===== config.mk =====
export PLATFORM = sky130hd
export DESIGN_NAME = egg_countdown_timer
export DESIGN_NICKNAME = d
export VERILOG_FILES = /design/src/rtl/egg_countdown_timer.sv
export SDC_FILE = /design/constraint.sdc
export NUM_CORES = 1
export LEC_CHECK = 0
export ABC_AREA = 1
export CORE_MARGIN = 2
export CORE_UTILIZATION = 50
export DETAILED_ROUTE_END_ITERATION = 10
export PLACE_DENSITY = 0.79
export SYNTH_ARGS = -nofsm -noshare
export SYNTH_HDL_FRONTEND = slang
export SYNTH_SLANG_ARGS = --single-unit

===== constraint.sdc =====
create_clock -name pulse_1Hz -period 2 [get_ports pulse_1Hz]
set_input_delay 0.6 -clock pulse_1Hz [delete_from_list [all_inputs] [get_ports pulse_1Hz]]
set_output_delay 0.6 -clock pulse_1Hz [all_outputs]
set_load 0.02 [all_outputs]

===== src/rtl/egg_countdown_timer.sv =====
// Countdown engine for the egg timer. It captures MM:SS BCD digits from the set/start FSM
// and counts down at one second per clock. On expiry it pulses cook_time, then holds alarm.
module egg_countdown_timer #(
    parameter int unsigned ALARM_SECS = 5
) (
    input  logic       pulse_1Hz,
    input  logic       reset,
    input  logic       enable_timer_cooktime,
    input  logic [3:0] load_second_ones,
    input  logic [3:0] load_second_tens,
    input  logic [3:0] load_minute_ones,
    input  logic [3:0] load_minute_tens,
    input  logic       pause,
    output logic [3:0] sec_ones,
    output logic [3:0] sec_tens,
    output logic [3:0] min_ones,
    output logic [3:0] min_tens,
    output logic       running,
    output logic       cook_time,
    output logic       alarm
);

    typedef enum logic [1:0] {
        IDLE  = 2'd0,
        RUN   = 2'd1,
        PAUSE = 2'd2,
        ALARM = 2'd3
    } state_t;

    localparam logic [3:0] ALARM_LOAD = 4'(ALARM_SECS - 1);

    state_t     state_q, state_d;
    logic [3:0] sec_ones_q, sec_ones_d;
    logic [3:0] sec_tens_q, sec_tens_d;
    logic [3:0] min_ones_q, min_ones_d;
    logic [3:0] min_tens_q, min_tens_d;
    logic [3:0] alarm_cnt_q, alarm_cnt_d;
    logic       en_d_q;
    logic       running_q, cook_time_q, alarm_q;
    logic       cook_time_d;
    logic       start;
    logic       all_zero;

    function automatic logic [3:0] clamp_ones(input logic [3:0] d);
        return (d > 4'd9) ? 4'd9 : d;
    endfunction

    function automatic logic [3:0] clamp_tens(input logic [3:0] d);
        return (d > 4'd5) ? 4'd5 : d;
    endfunction

    assign start    = en_d_q & ~enable_timer_cooktime;
    assign all_zero = (sec_ones_q == 4'd0) && (sec_tens_q == 4'd0) &&
                      (min_ones_q == 4'd0) && (min_tens_q == 4'd0);

    always_comb begin
        // NOTE: every always_comb output gets a default first so no path infers a latch.
        state_d     = state_q;
        sec_ones_d  = sec_ones_q;
        sec_tens_d  = sec_tens_q;
        min_ones_d  = min_ones_q;
        min_tens_d  = min_tens_q;
        alarm_cnt_d = alarm_cnt_q;
        cook_time_d = 1'b0;

        if (enable_timer_cooktime) begin
            state_d    = IDLE;
            sec_ones_d = clamp_ones(load_second_ones);
            sec_tens_d = clamp_tens(load_second_tens);
            min_ones_d = clamp_ones(load_minute_ones);
            min_tens_d = clamp_tens(load_minute_tens);
        end else begin
            case (state_q)
                IDLE: begin
                    if (start) state_d = RUN;
                end
                RUN: begin
                    if (pause) begin
                        state_d = PAUSE;
                    end else if (all_zero) begin
                        state_d     = ALARM;
                        cook_time_d = 1'b1;
                        alarm_cnt_d = ALARM_LOAD;
                    end else if (sec_ones_q != 4'd0) begin
                        sec_ones_d = sec_ones_q - 4'd1;
                    end else begin
                        // BCD borrow chain; the zero check above keeps min_tens from wrapping.
                        sec_ones_d = 4'd9;
                        if (sec_tens_q != 4'd0) begin
                            sec_tens_d = sec_tens_q - 4'd1;
                        end else begin
                            sec_tens_d = 4'd5;
                            if (min_ones_q != 4'd0) begin
                                min_ones_d = min_ones_q - 4'd1;
                            end else begin
                                min_ones_d = 4'd9;
                                min_tens_d = min_tens_q - 4'd1;
                            end
                        end
                    end
                end
                PAUSE: begin
                    if (!pause) state_d = RUN;
                end
                ALARM: begin
                    if (alarm_cnt_q == 4'd0) state_d = IDLE;
                    else                     alarm_cnt_d = alarm_cnt_q - 4'd1;
                end
                default: state_d = IDLE;
            endcase
        end
    end

    always_ff @(posedge pulse_1Hz) begin
        // NOTE: state registers use non-blocking assignments so all of them update together.
        if (reset) begin
            state_q     <= IDLE;
            sec_ones_q  <= 4'd0;
            sec_tens_q  <= 4'd0;
            min_ones_q  <= 4'd0;
            min_tens_q  <= 4'd0;
            alarm_cnt_q <= 4'd0;
            en_d_q      <= 1'b0;
            running_q   <= 1'b0;
            cook_time_q <= 1'b0;
            alarm_q     <= 1'b0;
        end else begin
            state_q     <= state_d;
            sec_ones_q  <= sec_ones_d;
            sec_tens_q  <= sec_tens_d;
            min_ones_q  <= min_ones_d;
            min_tens_q  <= min_tens_d;
            alarm_cnt_q <= alarm_cnt_d;
            en_d_q      <= enable_timer_cooktime;
            running_q   <= (state_d == RUN);
            cook_time_q <= cook_time_d;
            alarm_q     <= (state_d == ALARM);
        end
    end

    assign sec_ones  = sec_ones_q;
    assign sec_tens  = sec_tens_q;
    assign min_ones  = min_ones_q;
    assign min_tens  = min_tens_q;
    assign running   = running_q;
    assign cook_time = cook_time_q;
    assign alarm     = alarm_q;

endmodule


### Signal wires on met1

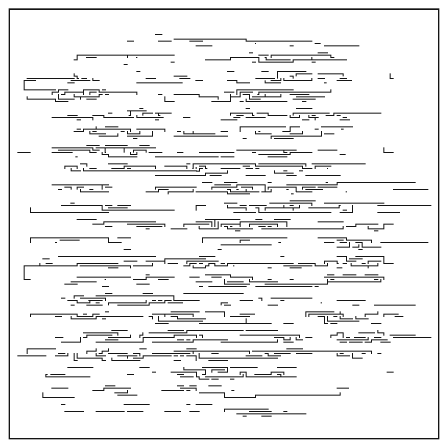
The longest straight run is 17.5 um. The layer carries 1,800 um of wire. The layer holds 47% of the routed length. 282 nets have wire on it.
global-route track usage on met1: 0.292
drt total wl: 3840 um
total via count after detailed routing: 1,688

### Selected gate families

Scale bar: 20 um.
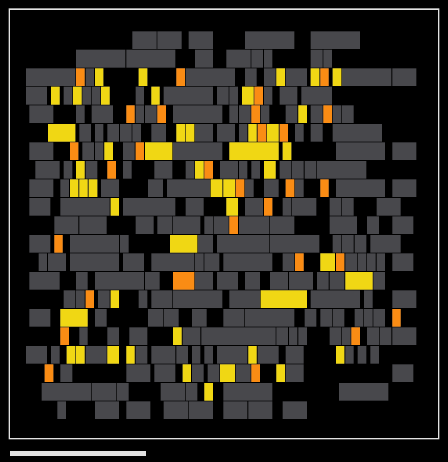
Key: yellow = NOR gates [cells 47, most used nor2_1]; orange = inverters [cells 29, most used inv_1]
highest-count logic cell in the final layout: nand2_1
filler-free cell count of the finished design: 340
fraction of standard cell area in multi-input logic: 0.472

### Routed metal, one colour a layer

Scale bar: 20 um.
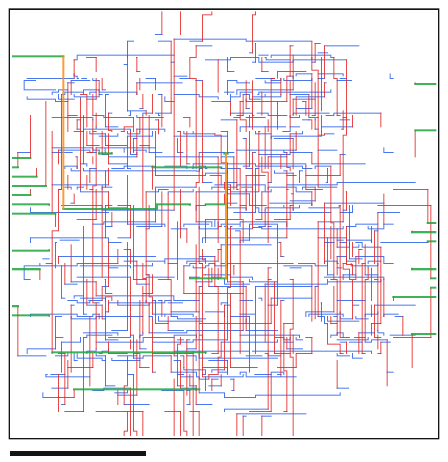
Key: red = metal 2 [wire length 1,850 um]; blue = metal 1 [wire length 1,800 um]; green = metal 3 [wire length 155 um]; orange = metal 4 [wire length 40.8 um]
overall routing resource usage: 0.217
WL/cell: 11.3 um

==> run summary <==
Flow results.

- The run finished with clean final reports.
- The number of CTS-inserted buffers is 3.
- The site row count is 21.
- The die area is 3960 um^2.
- From left edge to right edge, the die measures 62.9 um.
- Per the post-CTS timing run, clock transition at the registers of the reported paths is 150 ps.
- Across the run, the number of max-cap violations was 0.
- The clock passes through at most 2 buffers.
- Setup slack closes at 79.6 ps.
- CTS built an H-tree with a depth of 1.
- The worst register-to-register path has a depth of 8.
- The layout contains a multi-input combinational cell count of 187.
- The count of instantiated cells in the yosys netlist is 248.
- The routed design shows a via density per instance of 4.96.
- The count of final max-slew check failures is 0.
- The post-route standard cell area excluding fillers is 2260 um^2.
- The area fraction in compound gates after synthesis is 0.134.
- In this run the cell area measured after placement is 2220 um^2.
- The total power draw is 1.56 mW.
- The post-route report lists met1 wire length as 1800 um.
- The layout has 3 clock buffers.
- The worst setup path is of the flop to primary output kind.
- Of the post-synthesis cell area, the dominant cell type holds 0.300.
- The routed wire length on met2 is 1850 um.
- The root buffer selected by CTS is clkbuf_4.
- At the pin with the least slew margin, the transition time is 286 ps.
- By count the netlist is led by 52 x nand2_1, 31 x nor2_1, 26 x dfxtp_1, 26 x inv_1, 17 x nand3_1.
- Sequential cells consume a total of 0.599 mW.
- In the placement report, post-DP HPWL is listed as 3000 um.
- The warning count from the yosys run is 0.
- The synthesis stat section lists a flop and latch total of 26.
- In this run the mean area of a mapped cell was 7.00 um^2.
- The largest cell class by area is multi-input combinational cells.
- For the finished layout, the period the worst path requires is 1920 ps.
- For the final routed database, the setup TNS stands at 0 ps.
- The share of total power dissipated in the clock network is 0.237.
- Of all the cell area in the finished design, the clock network holds 0.0232.
- The area of the core region is 3340 um^2.
- Summed over all nets, wire length on met3 after detailed routing comes to 154 um.
- Of the synthesized area, sequential elements account for 0.300.
- The finished design was reported to have a net count of 318.
- The largest part of the power goes to registers.
- TritonCTS built the clock tree.
- The script computed the net switching share of total power as 0.354.
- Looking at the VDD voltage map, the peak drop is 0.000333 V.
- Data on the critical path is required at its endpoint by 1400 ps.
- The die span in y is 62.9 um.
- The most frequent cell after synthesis is nand2_1.
- STA lists the endpoint of the worst register-to-register path as sec_tens[0].
- Listed in order, past its start point the critical path passes clkdlybuf4s50_1.
- The area fraction in mux cells is 0.
- Summed over all combinational cells, the power is 0.594 mW.
- Before any placement, the netlist area is recorded as 1740 um^2.
- The first global-routing pass estimated 7110 um of wire.
- The register-to-register setup slack is 360 ps.
- The number of stages on the worst hold path is 2.
- The global-route layer with the greatest usage is met2.
- Entering global routing, the biggest net connects 16 pins.
- In this run, post-CTS repair resized a total of 9 instances.
- The fraction of area in registers is 0.230.
- The repair_antennas step left the layout with diodes totalling 0.
- The synthesis report lists the most area-consuming cells as dfxtp_1 30%, nand2_1 11%, nor2_1 6.7%.
- The post-synthesis cell type with the largest combined area is dfxtp_1.
- The non-clock buffering overhead in the final layout is 0.199.
- In the layout the commonest cells are 52 x nand2_1, 31 x nor2_1, 27 x clkdlybuf4s50_1, 26 x inv_1, 26 x dfxtp_1.
- OpenSTA lists the critical path startpoint as min_tens[1].
- In the final layout, the fill cell count is 310.
- The final number of hold-violating endpoints is 0.
- The total overflow reported by the global router is 0.
- The critical hold path startpoint is alarm_cnt_q[1].
- The routed layout reports a DRC error count of 0.
- The area share of xor/xnor cells in the synthesized design is 0.0151.
- Per the detail_route log, the uppermost layer with routed signals is met4.
- The critical path ends at min_tens[1].
- The number of DRC violations after detailed-routing iteration 0 is 101.
- The number of standard cells after synthesis is 248.
- The count of buffers added by post-CTS timing repair for setup is 0.
- Together, buffers and inverters on the worst path number 1.
- In this run the tool buffered the top-level ports with 38 buffer cells.
- The tally of unique sky130hd cells used after synthesis is 33.
- The clock network power is 0.371 mW.
- The iteration count of the initial detailed-routing pass is 4.
- STA classifies the critical path endpoint as a primary output.
- Setup repair after global routing left no endpoint under its margin.
- The flow inserted 46 tap cells.
- The data arrival time reported for the critical path is 1320 ps.
- The prevailing post-synth register cell is dfxtp_1.
- The number of antenna violations at the first check in global routing is 0.
- Based on the critical path, the design can be clocked at up to 0.521 GHz.
- The stage delay of the slowest cell on the critical path is 610 ps.
- The kind of launch point of the worst setup path is a flop.
- The largest individual stage delay along the critical path comes from the cell clkdlybuf4s50_1.
- Per the synthesis report, the adder-cell share of the synthesized area is 0.0216.
- The standby leakage power is 1.04 nW.
- During I/O placement, the number of pins put on the boundary was 39.
- The number of global-route vias before repair was 1,627.
- The total of plain and repair buffers excluding clock buffers is 48.
- The residual antenna-violating net count after detailed routing is 0.
- On the final layout, the worst clock skew is 1.44 ps.
- The internal power of the cells totals 1.01 mW.
- The worst-case max-slew headroom was logged as 0.809.
- The placer congestion estimate is 0.870.
- The largest family of logic cells by area is simple AND/OR/NAND/NOR gates.
- The largest driver fanout on the critical path is 3.
- Per the finish-stage timing summary, setup violations number 0.
- The dominant delay contributor by cell family on the critical path is buffers and inverters.
- Non-clock inverters in the final layout number 29.
- The synthesized net count is 271.
- The pre-placement core utilization is 0.520.
- In this run, post-CTS hold repair placed 0 buffers.
- The routing usage on met2 is 0.367.
- The script extracted a net switching power of 0.554 mW.
- The relative area change from synthesis to final layout is 30.4%.
- The combined area of the multi-input logic cells is 1070 um^2.
- The power density over the cells is 691 nW/um^2.
- The post-route utilization of the core is recorded as 0.678.
- At the placement stage, the worst setup path has a slack of -27.9 ps.
- Hold analysis lists the worst path endpoint as alarm_cnt_q[1].
- STA lists the startpoint of the worst register-to-register path as min_tens[0].
- In the final layout, the share of cells above drive strength 1 is 0.163.
- The tree built by TritonCTS fans out to 26 sinks.
- The design has 26 sequential cells.
- The part of the cycle the worst path needs is 0.960.
- The post-synthesis async set-or-reset flop share is 0.
- The share of total power in combinational logic is 0.380.
- In the synthesis report, Yosys lists the chip area as 1740 um^2.
- The number of placed instances, taps included is 336.
- The number of enable-type register cells in the synthesized netlist is 0.
- The sequential power share is 0.383.
- The stage logs contain a warning count of 27.
- The clock insertion delay at the later pin of the skew report is 330 ps.
- The footprint of the flip-flops and latches is 520 um^2.
- The final hold slack is 473 ps.
- In this run the worst hold path is classified as flop to flop.
- All stages included, the depth of the critical timing path comes to 1.
- For this run, global-route usage on met3 was measured as 0.0216.
Power and IR drop assume default switching activity.
